## config.mk

```make
export PLATFORM = sky130hd
export DESIGN_NAME = branch_resolution_unit_flat
export DESIGN_NICKNAME = d
export VERILOG_FILES = /design/src/rtl/branch_resolution_unit_if.sv /design/src/rtl/branch_resolution_unit.sv /design/src/flat_wrapper.sv
export SDC_FILE = /design/constraint.sdc
export NUM_CORES = 1
export LEC_CHECK = 0
export ABC_AREA = 1
export CAP_MARGIN = 10
export CORE_MARGIN = 2
export CORE_UTILIZATION = 65
export DETAILED_ROUTE_END_ITERATION = 10
export DONT_BUFFER_PORTS = 1
export PLACE_DENSITY = 0.81
export SLEW_MARGIN = 25
export SYNTH_ARGS = -nofsm -noshare
export SYNTH_HDL_FRONTEND = slang
export SYNTH_SLANG_ARGS = --single-unit
```

## constraint.sdc

```tcl
create_clock -name clock -period 3.93 [get_ports clock]
set_input_delay 0.5895 -clock clock [delete_from_list [all_inputs] [get_ports clock]]
set_output_delay 0.5895 -clock clock [all_outputs]
set_load 0.1 [all_outputs]
```

## src/rtl/branch_resolution_unit_if.sv

```systemverilog
// Decode-to-fetch branch resolution bus: branch info and hazard status in,
// fetch address, flush, decode hold and taken statistics out.
interface branch_resolution_unit_if;
    logic        stall_in;
    logic        branch_valid;
    logic [1:0]  branch_type;
    logic [31:0] branch_target;
    logic        operands_ready;
    logic        inputs_not_equal;
    logic [31:0] pc;
    logic        flush;
    logic        branch_stall;
    logic [15:0] taken_count;

    // Pipeline side: supplies the branch, observes fetch control.
    modport master (
        output stall_in, branch_valid, branch_type, branch_target,
        output operands_ready, inputs_not_equal,
        input  pc, flush, branch_stall, taken_count
    );

    // Resolution unit side.
    modport slave (
        input  stall_in, branch_valid, branch_type, branch_target,
        input  operands_ready, inputs_not_equal,
        output pc, flush, branch_stall, taken_count
    );
endinterface

```

## src/rtl/branch_resolution_unit.sv

```systemverilog
// Branch resolution unit: resolves BEQ/BNE/J in decode, owns the fetch PC,
// waits for late operands and issues a one-cycle flush on each taken branch.
module branch_resolution_unit #(
    parameter logic [31:0] RESET_PC = 32'h0000_0000
) (
    input  logic                     clock,
    input  logic                     reset,
    branch_resolution_unit_if.slave  bru
);

    typedef enum logic [1:0] {StIdle, StWait, StRedirect} state_e;

    state_e      state_q, state_d;
    logic [31:0] pc_q, pc_d;
    logic        flush_q, flush_d;
    logic [15:0] count_q, count_d;
    logic [1:0]  ltype_q, ltype_d;
    logic [31:0] ltarget_q, ltarget_d;

    logic        stall_req;
    logic        resolve;
    logic        taken;
    logic [1:0]  res_type;
    logic [31:0] res_target;

    // Next-state: decode the branch (live or latched) and steer the fetch PC.
    always_comb begin
        state_d    = state_q;
        pc_d       = pc_q;
        flush_d    = 1'b0;
        count_d    = count_q;
        ltype_d    = ltype_q;
        ltarget_d  = ltarget_q;
        stall_req  = 1'b0;
        resolve    = 1'b0;
        taken      = 1'b0;
        res_type   = 2'b00;
        res_target = 32'h0;

        if (!bru.stall_in) begin
            unique case (state_q)
                StIdle: begin
                    if (bru.branch_valid && (bru.branch_type != 2'b00)) begin
                        // Jumps need no operands, so they never wait.
                        if (bru.operands_ready || (bru.branch_type == 2'b11)) begin
                            resolve    = 1'b1;
                            res_type   = bru.branch_type;
                            res_target = bru.branch_target;
                        end else begin
                            stall_req = 1'b1;
                            ltype_d   = bru.branch_type;
                            ltarget_d = bru.branch_target;
                            state_d   = StWait;
                        end
                    end else begin
                        pc_d = pc_q + 32'd4;
                    end
                end
                StWait: begin
                    if (bru.operands_ready) begin
                        resolve    = 1'b1;
                        res_type   = ltype_q;
                        res_target = ltarget_q;
                    end else begin
                        stall_req = 1'b1;
                    end
                end
                StRedirect: begin
                    // Instruction in decode is the squashed wrong-path one.
                    pc_d    = pc_q + 32'd4;
                    state_d = StIdle;
                end
                default: state_d = StIdle;
            endcase

            taken = (res_type == 2'b11)
                  | ((res_type == 2'b01) & ~bru.inputs_not_equal)
                  | ((res_type == 2'b10) &  bru.inputs_not_equal);

            if (resolve) begin
                if (taken) begin
                    pc_d    = res_target & 32'hFFFF_FFFC;
                    flush_d = 1'b1;
                    state_d = StRedirect;
                    if (count_q != 16'hFFFF) begin
                        count_d = count_q + 16'd1;
                    end
                end else begin
                    pc_d    = pc_q + 32'd4;
                    state_d = StIdle;
                end
            end
        end
    end

    // State register with synchronous active-low reset taking priority over stall.
    always_ff @(posedge clock) begin
        if (!reset) begin
            state_q   <= StIdle;
            pc_q      <= RESET_PC;
            flush_q   <= 1'b0;
            count_q   <= 16'h0000;
            ltype_q   <= 2'b00;
            ltarget_q <= 32'h0;
        end else begin
            state_q   <= state_d;
            pc_q      <= pc_d;
            flush_q   <= flush_d;
            count_q   <= count_d;
            ltype_q   <= ltype_d;
            ltarget_q <= ltarget_d;
        end
    end

    assign bru.pc           = pc_q;
    assign bru.flush        = flush_q;
    assign bru.taken_count  = count_q;
    assign bru.branch_stall = stall_req & reset;

endmodule

```

## src/flat_wrapper.sv

```systemverilog
// flat-port wrapper written by rule: the top's interface ports become plain ports
module branch_resolution_unit_flat 
#(
    parameter logic [31:0] RESET_PC = 32'h0000_0000
)
  (clock, reset, bru_stall_in, bru_branch_valid, bru_branch_type, bru_branch_target, bru_operands_ready, bru_inputs_not_equal, bru_pc, bru_flush, bru_branch_stall, bru_taken_count);
  branch_resolution_unit_if bru_i ();
  input  logic clock;
  input  logic reset;
  input wire logic [$bits(bru_i.stall_in)-1:0] bru_stall_in;
  input wire logic [$bits(bru_i.branch_valid)-1:0] bru_branch_valid;
  input wire logic [$bits(bru_i.branch_type)-1:0] bru_branch_type;
  input wire logic [$bits(bru_i.branch_target)-1:0] bru_branch_target;
  input wire logic [$bits(bru_i.operands_ready)-1:0] bru_operands_ready;
  input wire logic [$bits(bru_i.inputs_not_equal)-1:0] bru_inputs_not_equal;
  output wire logic [$bits(bru_i.pc)-1:0] bru_pc;
  output wire logic [$bits(bru_i.flush)-1:0] bru_flush;
  output wire logic [$bits(bru_i.branch_stall)-1:0] bru_branch_stall;
  output wire logic [$bits(bru_i.taken_count)-1:0] bru_taken_count;
  assign bru_i.stall_in = bru_stall_in;
  assign bru_i.branch_valid = bru_branch_valid;
  assign bru_i.branch_type = bru_branch_type;
  assign bru_i.branch_target = bru_branch_target;
  assign bru_i.operands_ready = bru_operands_ready;
  assign bru_i.inputs_not_equal = bru_inputs_not_equal;
  assign bru_pc = bru_i.pc;
  assign bru_flush = bru_i.flush;
  assign bru_branch_stall = bru_i.branch_stall;
  assign bru_taken_count = bru_i.taken_count;
  branch_resolution_unit #(.RESET_PC(RESET_PC)) u_core (.clock(clock), .reset(reset), .bru(bru_i));
endmodule
```

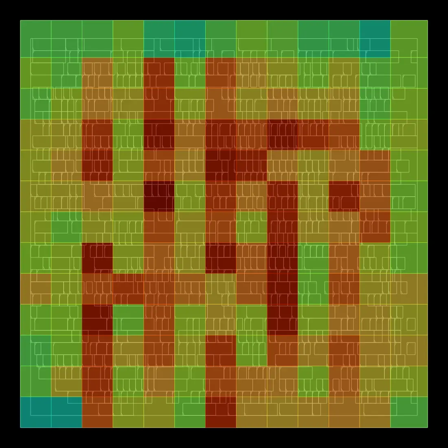
*Track usage over the die*
global route hottest layer: met2
grt met2 use: 58.3%
met3 usage: 8.22%

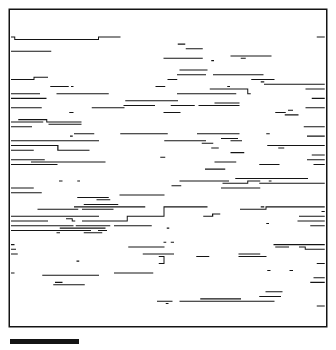
*The metal 3 layer*
The bar under the picture is 20 microns long.
- wire length on this layer: 1120 microns
- longest straight run: 27.1 microns
- share of all routed wire: 8.3%
total wire length: 13.6 mm
via count: 5258

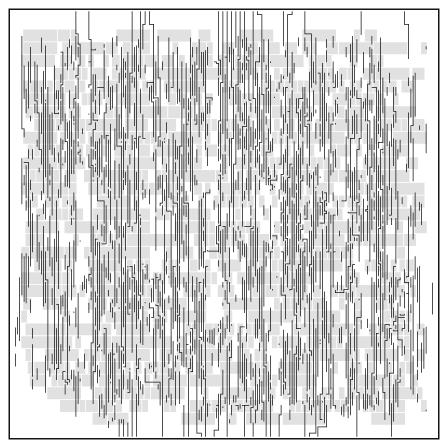
*M2 wires*
- longest straight run: 45.2 microns
- main direction: vertical
- nets with wire on the layer: 683
- share of all routed wire: 49%

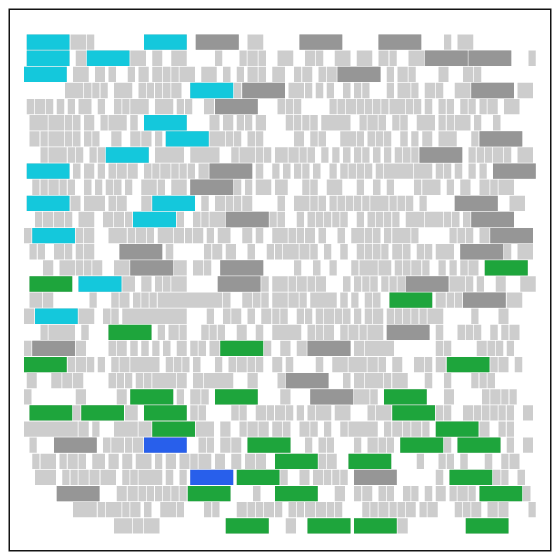
*Where the registers sit*
Other sequential cells in the stronger gray, the rest of the logic in the fainter gray.
- `u_core.bru.taken_count`: cyan (placed flops 16)
- `u_core.ltype_q`: blue (placed flops 2)
- `u_core.ltarget_q`: green (placed flops 30)
final core utilization: 74.8%
FF+latch area: 0.00162 sq mm
Seq area share: 29.7%
Seq group: 0.883 mW

==> changes_impl.md <==
### Physical design

* Relative slew slack at 27.0%
* Tally of OpenROAD warnings at 29
* DR WL met3 at 1.12 mm
* RSZ-0062 raised after global routing: false
* Final Cycle Share at 71.6%
* H-tree depth at 3
* Hold WS at 0.298 ns
* Mapped cell area at 0.00493 sq mm
* Ant diodes at 0
* Final WS setup at 1.11 ns
* Clock power frac at 35.4%
* Finish-stage setup viols at 0
* Worst R2R Start: u_core.state_q[0]
* Clk slew on worst S/H paths at 0.09 ns
* Bufs and invs on worst path at 3
* Netlist cell types at 35
* Pre-CTS WS at 0.906 ns
* Type of the worst min-delay path: in2reg
* CP Class: reg2reg
* Instance count on the critical path at 11
* Gate power share at 19.0%
* Non-clk buf share at 6.93%
* Pre-Place Util at 67.6%
* Final Instance Area at 0.00545 sq mm
* DRT Pass-1 Iters at 5
* Post-Route M1 WL at 5.36 mm
* Clock-cell share at 3.97%
* Initial DRC count at 447
* Slowest cell on crit path: nor2_2
* Comb area leader: simple AND/OR/NAND/NOR gates
* Worst slew pin tran at 1.09 ns
* Routability cong. at 0.969
* AND-OR/OR-AND Cells, Area Fraction at 11.4%
* Comb gates at 648
* Die width at 91.1 microns
* Row count at 31
* Post-synthesis cell count at 825
* Fill cell count at 648
* Main flop type: dfxtp_1
* Top post-synthesis cells by area: dfxtp_1, nand2_1, nor2_1
* Synth Register Bits at 81
* Largest net degree at the start of global routing at 46
* DIE HEIGHT at 91.1 microns
* DRC viols at 0
* Leak at 2.31 nW
* Delay-heaviest family, CP: simple AND/OR/NAND/NOR gates
* CP Data Arrival Time at 3.11 ns
* Synth Seq Share at 32.9%
* Post-CTS sizing at 0
* Outcome: finished, final reports clean
* Share of async-settable or async-resettable flops after synthesis at 0%
* Clock group at 0.686 mW
* Synth Area in XOR/XNOR at 3.37%
* Post-layout nets at 890
* First-pass GRT wire length at 22.7 mm
* Mux share at 0%
* Most frequent cell after synthesis: nand2_1
* Setup Buffers After CTS at 0
* Signal buffers at 48
* Path depth of the worst reg2reg path at 11
* Antenna Nets Post-Route at 0
* Top cells excl fill/tap: nand2_1, nor2_1, dfxtp_1, nand3_1
* FMAX at 0.355 GHz
* Top sig layer: met4
* Signal inverters at 60
* Reg-to-Reg End: u_core.bru.pc[23]
* Worst setup EP type: flop
* Yosys top cell by area: dfxtp_1
* Die ar. at 0.00830 sq mm
* CTS buffer count at 9
* Final Max Tran Viols at 0
* Pwr/cell area at 355 mW/mm^2
* # hold bufs at CTS at 0
* Worst VDD drop at 0.278 mV
* Non-Filler Instances at 951
* Via/cell ratio at 5.53
* CP peak stage delay at 0.73 ns
* Met2 wire length at 6.59 mm
* Cell internal pwr at 1.29 mW
* Combinational Area at 0.00289 sq mm
* Top power group: sequential cells
* Drt wl/cell at 14.3 microns
* Sequential power share at 45.6%
* Comb/total area at 52.9%
* Final Hold Viols at 0
* Tot GR Track Use at 33.2%
Power figures rest on the tool's default switching activity, not on a simulated workload.
